==> images/layer_met2.png <==
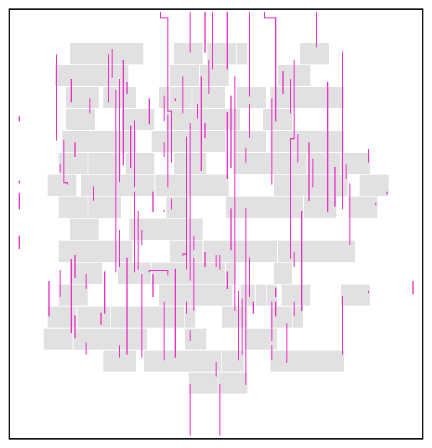
==> images/io_fan.png <==
The bar under the picture is 20 um long.
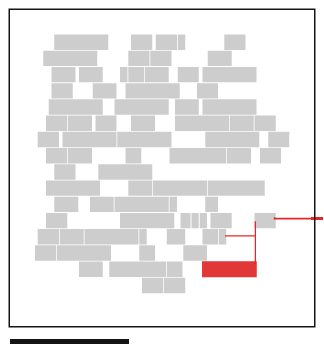
==> images/io_placement.png <==
The bar under the picture is 20 um long. Pins as bars across the die edge, other pins in gray.
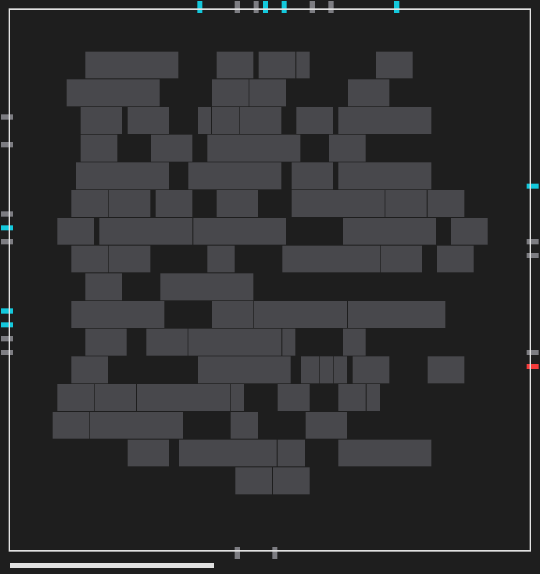
==> images/layer_met1.png <==
Supply wires on this layer in gray.
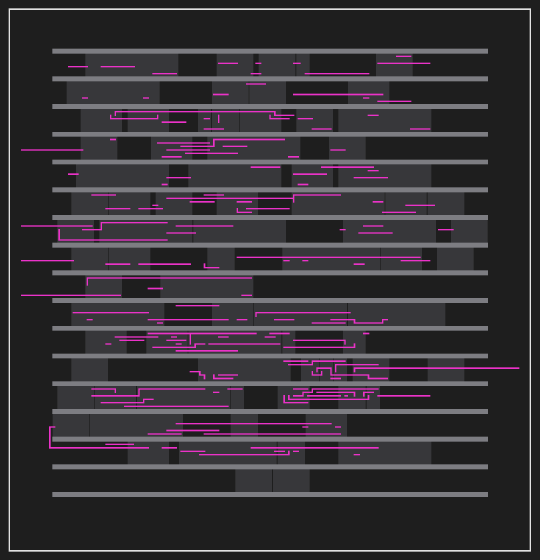
==> images/congestion.png <==
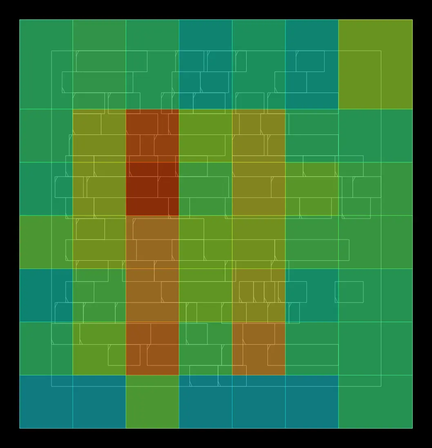
### src/rtl/jts16_sndlatch.sv
`default_nettype none
// ============================================================================
// Module   : jts16_sndlatch
// Purpose  : Main-to-sound CPU command latch. The main CPU writes a command
//            byte and strobes snd_irqn low; the sound CPU is interrupted
//            (snd_nmin low) until it has consumed every pending command by
//            pulsing rd_latch. snd_ack reports an empty buffer back to the
//            main CPU, and overrun records any command that was lost.
//
// Ports    : rst        in   1  asynchronous active-high reset
//            clk        in   1  shared main/sound clock
//            snd_latch  in   8  command byte (main PPI port A)
//            snd_irqn   in   1  command strobe, falling edge = new command
//            sound_en   in   1  sound enable, low flushes the buffer
//            rd_latch   in   1  sound read strobe, rising edge = consume
//            latch_dout out  8  last command handed to the sound CPU
//            snd_nmin   out  1  active-low NMI, low while commands pending
//            snd_ack    out  1  high while the buffer is empty
//            overrun    out  1  sticky lost-command flag
//
// Config   : JTS16_SNDFIFO_EN defined   -> 4-entry FIFO, writes while full
//                                          are dropped.
//            JTS16_SNDFIFO_EN undefined -> single entry, writes while full
//                                          overwrite the pending byte.
//
// Revision : 1.0  initial release
// ============================================================================
module jts16_sndlatch (
  input  logic       rst,
  input  logic       clk,
  input  logic [7:0] snd_latch,
  input  logic       snd_irqn,
  input  logic       sound_en,
  input  logic       rd_latch,
  output logic [7:0] latch_dout,
  output logic       snd_nmin,
  output logic       snd_ack,
  output logic       overrun
);

  // --------------------------------------------------------------------------
  // Edge detection
  // --------------------------------------------------------------------------
  logic       snd_irqn_q, snd_irqn_d;
  logic       rd_latch_q, rd_latch_d;
  // armed_q is low for the first clock after reset. Without it, a strobe
  // already sitting at its active level when reset is released would look
  // like an edge against the reset value of the edge-detect register.
  logic       armed_q, armed_d;

  logic       wr_ev;
  logic       rd_ev;

  // --------------------------------------------------------------------------
  // Output registers
  // --------------------------------------------------------------------------
  logic [7:0] latch_dout_q, latch_dout_d;
  logic       snd_nmin_q, snd_nmin_d;
  logic       snd_ack_q, snd_ack_d;
  logic       overrun_q, overrun_d;

  logic       empty_next;

  always_comb begin
    snd_irqn_d = snd_irqn;
    rd_latch_d = rd_latch;
    armed_d    = 1'b1;
    wr_ev      = armed_q & snd_irqn_q & ~snd_irqn;
    rd_ev      = armed_q & ~rd_latch_q & rd_latch;
  end

`ifdef JTS16_SNDFIFO_EN
  // --------------------------------------------------------------------------
  // 4-entry FIFO storage
  // --------------------------------------------------------------------------
  logic [7:0] mem_q [4];
  logic [7:0] mem_d [4];
  logic [1:0] wr_ptr_q, wr_ptr_d;
  logic [1:0] rd_ptr_q, rd_ptr_d;
  logic [2:0] count_q, count_d;

  logic       do_rd;
  logic       do_wr;
  logic [2:0] count_after_rd;

  always_comb begin
    for (int i = 0; i < 4; i++) begin
      mem_d[i] = mem_q[i];
    end
    wr_ptr_d       = wr_ptr_q;
    rd_ptr_d       = rd_ptr_q;
    count_d        = count_q;
    latch_dout_d   = latch_dout_q;
    overrun_d      = overrun_q;
    do_rd          = 1'b0;
    do_wr          = 1'b0;
    count_after_rd = count_q;

    if (!sound_en) begin
      wr_ptr_d  = 2'd0;
      rd_ptr_d  = 2'd0;
      count_d   = 3'd0;
      overrun_d = 1'b0;
    end else begin
      // The read is applied to the pre-write contents, so a simultaneous
      // write into a full FIFO lands in the slot the read just vacated.
      do_rd          = rd_ev && (count_q != 3'd0);
      count_after_rd = count_q - {2'b00, do_rd};
      do_wr          = wr_ev && (count_after_rd != 3'd4);

      if (do_rd) begin
        latch_dout_d = mem_q[rd_ptr_q];
        rd_ptr_d     = rd_ptr_q + 2'd1;
      end
      if (do_wr) begin
        mem_d[wr_ptr_q] = snd_latch;
        wr_ptr_d        = wr_ptr_q + 2'd1;
      end
      if (wr_ev && !do_wr) begin
        overrun_d = 1'b1;
      end
      count_d = count_after_rd + {2'b00, do_wr};
    end

    empty_next = (count_d == 3'd0);
  end

  always_ff @(posedge clk or posedge rst) begin
    if (rst) begin
      for (int i = 0; i < 4; i++) begin
        mem_q[i] <= 8'h00;
      end
      wr_ptr_q <= 2'd0;
      rd_ptr_q <= 2'd0;
      count_q  <= 3'd0;
    end else begin
      for (int i = 0; i < 4; i++) begin
        mem_q[i] <= mem_d[i];
      end
      wr_ptr_q <= wr_ptr_d;
      rd_ptr_q <= rd_ptr_d;
      count_q  <= count_d;
    end
  end

`else
  // --------------------------------------------------------------------------
  // Single-entry holding register
  // --------------------------------------------------------------------------
  logic [7:0] hold_q, hold_d;
  logic       full_q, full_d;

  logic       do_rd;
  logic       full_after_rd;

  always_comb begin
    hold_d        = hold_q;
    full_d        = full_q;
    latch_dout_d  = latch_dout_q;
    overrun_d     = overrun_q;
    do_rd         = 1'b0;
    full_after_rd = full_q;

    if (!sound_en) begin
      full_d    = 1'b0;
      overrun_d = 1'b0;
    end else begin
      // A read in the same cycle as a write hands out the old byte first;
      // the new byte then becomes the pending entry without an overrun.
      do_rd         = rd_ev && full_q;
      full_after_rd = full_q & ~do_rd;

      if (do_rd) begin
        latch_dout_d = hold_q;
      end
      if (wr_ev) begin
        hold_d = snd_latch;
        if (full_after_rd) begin
          overrun_d = 1'b1;
        end
      end
      full_d = full_after_rd | wr_ev;
    end

    empty_next = ~full_d;
  end

  always_ff @(posedge clk or posedge rst) begin
    if (rst) begin
      hold_q <= 8'h00;
      full_q <= 1'b0;
    end else begin
      hold_q <= hold_d;
      full_q <= full_d;
    end
  end

`endif

  // --------------------------------------------------------------------------
  // Status outputs, registered from the next-state occupancy so they change
  // in the same cycle as the buffer contents.
  // --------------------------------------------------------------------------
  always_comb begin
    snd_ack_d  = empty_next;
    snd_nmin_d = ~(~empty_next & sound_en);
  end

  always_ff @(posedge clk or posedge rst) begin
    if (rst) begin
      snd_irqn_q   <= 1'b1;
      rd_latch_q   <= 1'b1;
      armed_q      <= 1'b0;
      latch_dout_q <= 8'h00;
      snd_nmin_q   <= 1'b1;
      snd_ack_q    <= 1'b1;
      overrun_q    <= 1'b0;
    end else begin
      snd_irqn_q   <= snd_irqn_d;
      rd_latch_q   <= rd_latch_d;
      armed_q      <= armed_d;
      latch_dout_q <= latch_dout_d;
      snd_nmin_q   <= snd_nmin_d;
      snd_ack_q    <= snd_ack_d;
      overrun_q    <= overrun_d;
    end
  end

  assign latch_dout = latch_dout_q;
  assign snd_nmin   = snd_nmin_q;
  assign snd_ack    = snd_ack_q;
  assign overrun    = overrun_q;

endmodule
`default_nettype wire

### config.mk
export PLATFORM = sky130hd
export DESIGN_NAME = jts16_sndlatch
export DESIGN_NICKNAME = d
export VERILOG_FILES = /design/src/rtl/jts16_sndlatch.sv
export SDC_FILE = /design/constraint.sdc
export NUM_CORES = 1
export LEC_CHECK = 0
export CORE_AREA = 4 4 47 49
export DETAILED_ROUTE_END_ITERATION = 6
export DIE_AREA = 0 0 51 53
export PLACE_DENSITY = 0.77
export RECOVER_POWER = 50
export SKIP_CTS_REPAIR_TIMING = 1
export SLEW_MARGIN = 10
export SYNTH_ARGS = -nofsm -noshare
export SYNTH_HDL_FRONTEND = slang
export SYNTH_SLANG_ARGS = --single-unit
### constraint.sdc
create_clock -name clk -period 3.8 [get_ports clk]
set_input_delay 0.57 -clock clk [delete_from_list [all_inputs] [get_ports clk]]
set_output_delay 0.57 -clock clk [all_outputs]
set_load 0.005 [all_outputs]
==> flow_metrics.env <==
# implementation run metrics
export IMPL_detail_route_vias_per_cell=4.69
export IMPL_power_switching_mw=0.104
export IMPL_drc=0
export IMPL_route_vias_total=488
export IMPL_pg_seq_mw=0.285
export IMPL_finish_net_count=91
export IMPL_synth_top_flop_cell="sky130_fd_sc_hd__dfrtp_1"
export IMPL_worst_path_largest_cell_delay_ns=0.58
export IMPL_dieArea_sq_um=2700
export IMPL_peakVddDrop_uv=253
export IMPL_grt_setup_unrepaired="false"
export IMPL_clock_insertion_delay_worst_skew_ns=0.30
export IMPL_worstSetupEndpoint="hold_q[3]$_DFFE_PP0P_"
export IMPL_post_synth_and_or_nand_nor_area_fraction=0.0735
export IMPL_synthMostInstantiatedCell="sky130_fd_sc_hd__dfrtp_1"
export IMPL_aoi_share=0.00919
export IMPL_enable_flop_cells=0
export IMPL_gp_congestion=0.705
export IMPL_pwr_share_comb=0.163
export IMPL_worst_hold_path_type="register to register"
export IMPL_filler_cell_count=163
export IMPL_path_class="primary input to register"
export IMPL_antenna_found_initial=0
export IMPL_synth_area_yosys_sq_um=817
export IMPL_clkSinkCount=22
export IMPL_totalPowerFinal_mw=0.468
export IMPL_routedLengthMet1_um=577
export IMPL_worst_path_max_fanout=10
export IMPL_cp_data_required_time_ns=4.00
export IMPL_die_size_x_um=51
export IMPL_ff_latch_area_sq_um=554
export IMPL_skew_ns=0.00194
export IMPL_worstSetupStartpointType="primary input"
export IMPL_clockPowerShare=0.229
export IMPL_hold_path_end="overrun$_DFFE_PP0P_"
export IMPL_std_cell_rows=16
export IMPL_path_clk_slew_ns=0.11
export IMPL_first_global_vias=472
export IMPL_highest_signal_layer="met4"
export IMPL_initCoreUtil=0.439
export IMPL_synth_area_top_cells="sky130_fd_sc_hd__dfrtp_1 58%, sky130_fd_sc_hd__mux2_2 22%, sky130_fd_sc_hd__dfstp_2 9.6%"
export IMPL_placement_setup_worst_slack_ns=1.79
export IMPL_clock_power_mw=0.107
export IMPL_synthesis_instances=51
export IMPL_cts_htree_levels=1
export IMPL_p_per_area_nw_per_um2=428
export IMPL_yosys_warnings=0
export IMPL_timing_critical_path_arrival_ns=2.10
export IMPL_top_power_group="sequential cells"
export IMPL_maxSlewViolCount=0
export IMPL_fin_crit_sh=0.501
export IMPL_critical_path_s_slowest_cell="sky130_fd_sc_hd__dlygate4sd3_1"
export IMPL_syn_num_nets=64
export IMPL_top_usage_layer="met2"
export IMPL_timing_critical_path_buf_inv=1
export IMPL_detailed_place_area_sq_um=1070
export IMPL_power_internal_mw=0.364
export IMPL_p_seq_frac=0.608
export IMPL_grt_first_pass_wirelength_um=2060
export IMPL_highest_count_logic_cell_in_the_final_layout="sky130_fd_sc_hd__clkdlybuf4s50_1"
export IMPL_fp_coreArea_sq_um=1860
export IMPL_numCtsBuffers=3
export IMPL_outcome="finished clean"
export IMPL_boundaryPins=24
export IMPL_dp_hpwl_um=982
export IMPL_post_route_wl_um=1320
export IMPL_report_final_setup_viol=0
export IMPL_globalRouteMet3Util=0.0282
export IMPL_top_area_frac=0.582
export IMPL_worst_r2r_setup_slack_ns=2.28
export IMPL_worst_slew_pin_transition_ns=0.791
export IMPL_worstPathCellList="dlygate4sd3_1 -> nand4b_1 -> mux2_2"
export IMPL_layout_top_cells="20 x sky130_fd_sc_hd__clkdlybuf4s50_1, 19 x sky130_fd_sc_hd__dfrtp_1, 16 x sky130_fd_sc_hd__mux2_2"
export IMPL_post_route_cells_drive_above_1_share=0.299
export IMPL_yosys_dominant_comb_family="multiplexers"
export IMPL_synth_top_cell_by_area="sky130_fd_sc_hd__dfrtp_1"
export IMPL_comb_power_mw=0.0763
export IMPL_diodes=0
export IMPL_clock_tree_root_cell="sky130_fd_sc_hd__clkbuf_4"
export IMPL_groute_layer_met2_usage=0.180
export IMPL_ys_cells=51
export IMPL_max_freq_mhz=525
export IMPL_worst_r2r_endpoint="hold_q[3]$_DFFE_PP0P_"
export IMPL_static_leakage_power_nw=0.480
export IMPL_timing_reg2reg_worst_path_depth=2
export IMPL_drv_max_cap_violation_count=0
export IMPL_worst_path_stages=3
export IMPL_synth_distinct_cells=13
export IMPL_ys_ff=22
export IMPL_worstReg2RegStart="snd_irqn_q$_DFF_PP1_"
export IMPL_yosys_area_share_xor_xnor=0
export IMPL_cts_tree="built"
export IMPL_antenna_left=0
export IMPL_ys_top_cells_by_count="19 x sky130_fd_sc_hd__dfrtp_1, 16 x sky130_fd_sc_hd__mux2_2, 4 x sky130_fd_sc_hd__nand2_1"
export IMPL_worst_path_dominant_cell_family="buffers and inverters"
export IMPL_netSwitchingFraction=0.223
export IMPL_placement_io_buffers=23
export IMPL_warning_count=26
export IMPL_critical_path_startpoint="snd_irqn"
export IMPL_drt_initial_drc_count=0
export IMPL_logic_area_sq_um=245
export IMPL_synth_area_sq_um=817
export IMPL_drt_pass1_iter_count=1
export IMPL_area_growth_syn_to_layout_pct=33.8
export IMPL_timing_final_ws_setup_ns=1.90
export IMPL_timing_hold_violations_final=0
export IMPL_synthesis_area_per_instance_sq_um=16.0
export IMPL_async_reset_ff_frac=1.00
export IMPL_stdcell_area_sq_um=1090
export IMPL_die_size_y_um=53
Notes on layer_met2.png above:
wire length on this layer: 634 um
main direction: vertical
longest straight run: 28.9 um

Notes on io_fan.png above:
| color | port | bits | direction | edge | end cells | buffers | wire |
|---|---|---|---|---|---|---|---|
| red | `overrun` | 1 | output | east | 1 | 1 | 18.6 um |

Notes on io_placement.png above:
| color | port | pins | direction | edge |
|---|---|---|---|---|
| cyan | `latch_dout` | 8 | output | 4 north, 3 west, 1 east |
| red | `overrun` | 1 | output | east |

Notes on layer_met1.png above:
main direction: horizontal
longest straight run: 17.9 um

Notes on congestion.png above:
overall global routing resource usage: 0.111
wire per inst: 12.7 um

[registers in the layout, indices dropped and copies added (netlist names)]
name / count
latch_dout: 8
rd_latch_q: 1
hold_q: 8
snd_ack: 1
armed_q: 1
snd_irqn_q: 1
full_q: 1
overrun: 1
[cell type report]
class                      instances  area share
multi-input combinational         27       0.224
inverter                           1     0.00343
clock buffer                       4      0.0240
timing repair buffer              23       0.211
sequential                        22       0.507
tap                               27      0.0309
[through the flow]
step,std cells,util
floorplan,51,-
global placement,100,0.577
detailed placement,100,0.577
CTS,104,0.591
global route,104,0.587
finish,104,0.587
[worst reg2reg max path, delay by kind of cell, from the launching register on]
family | cells | cell delay, ns
DFF | 1 | 0.56
muxes | 1 | 0.44
and+or+nand+nor | 1 | 0.43
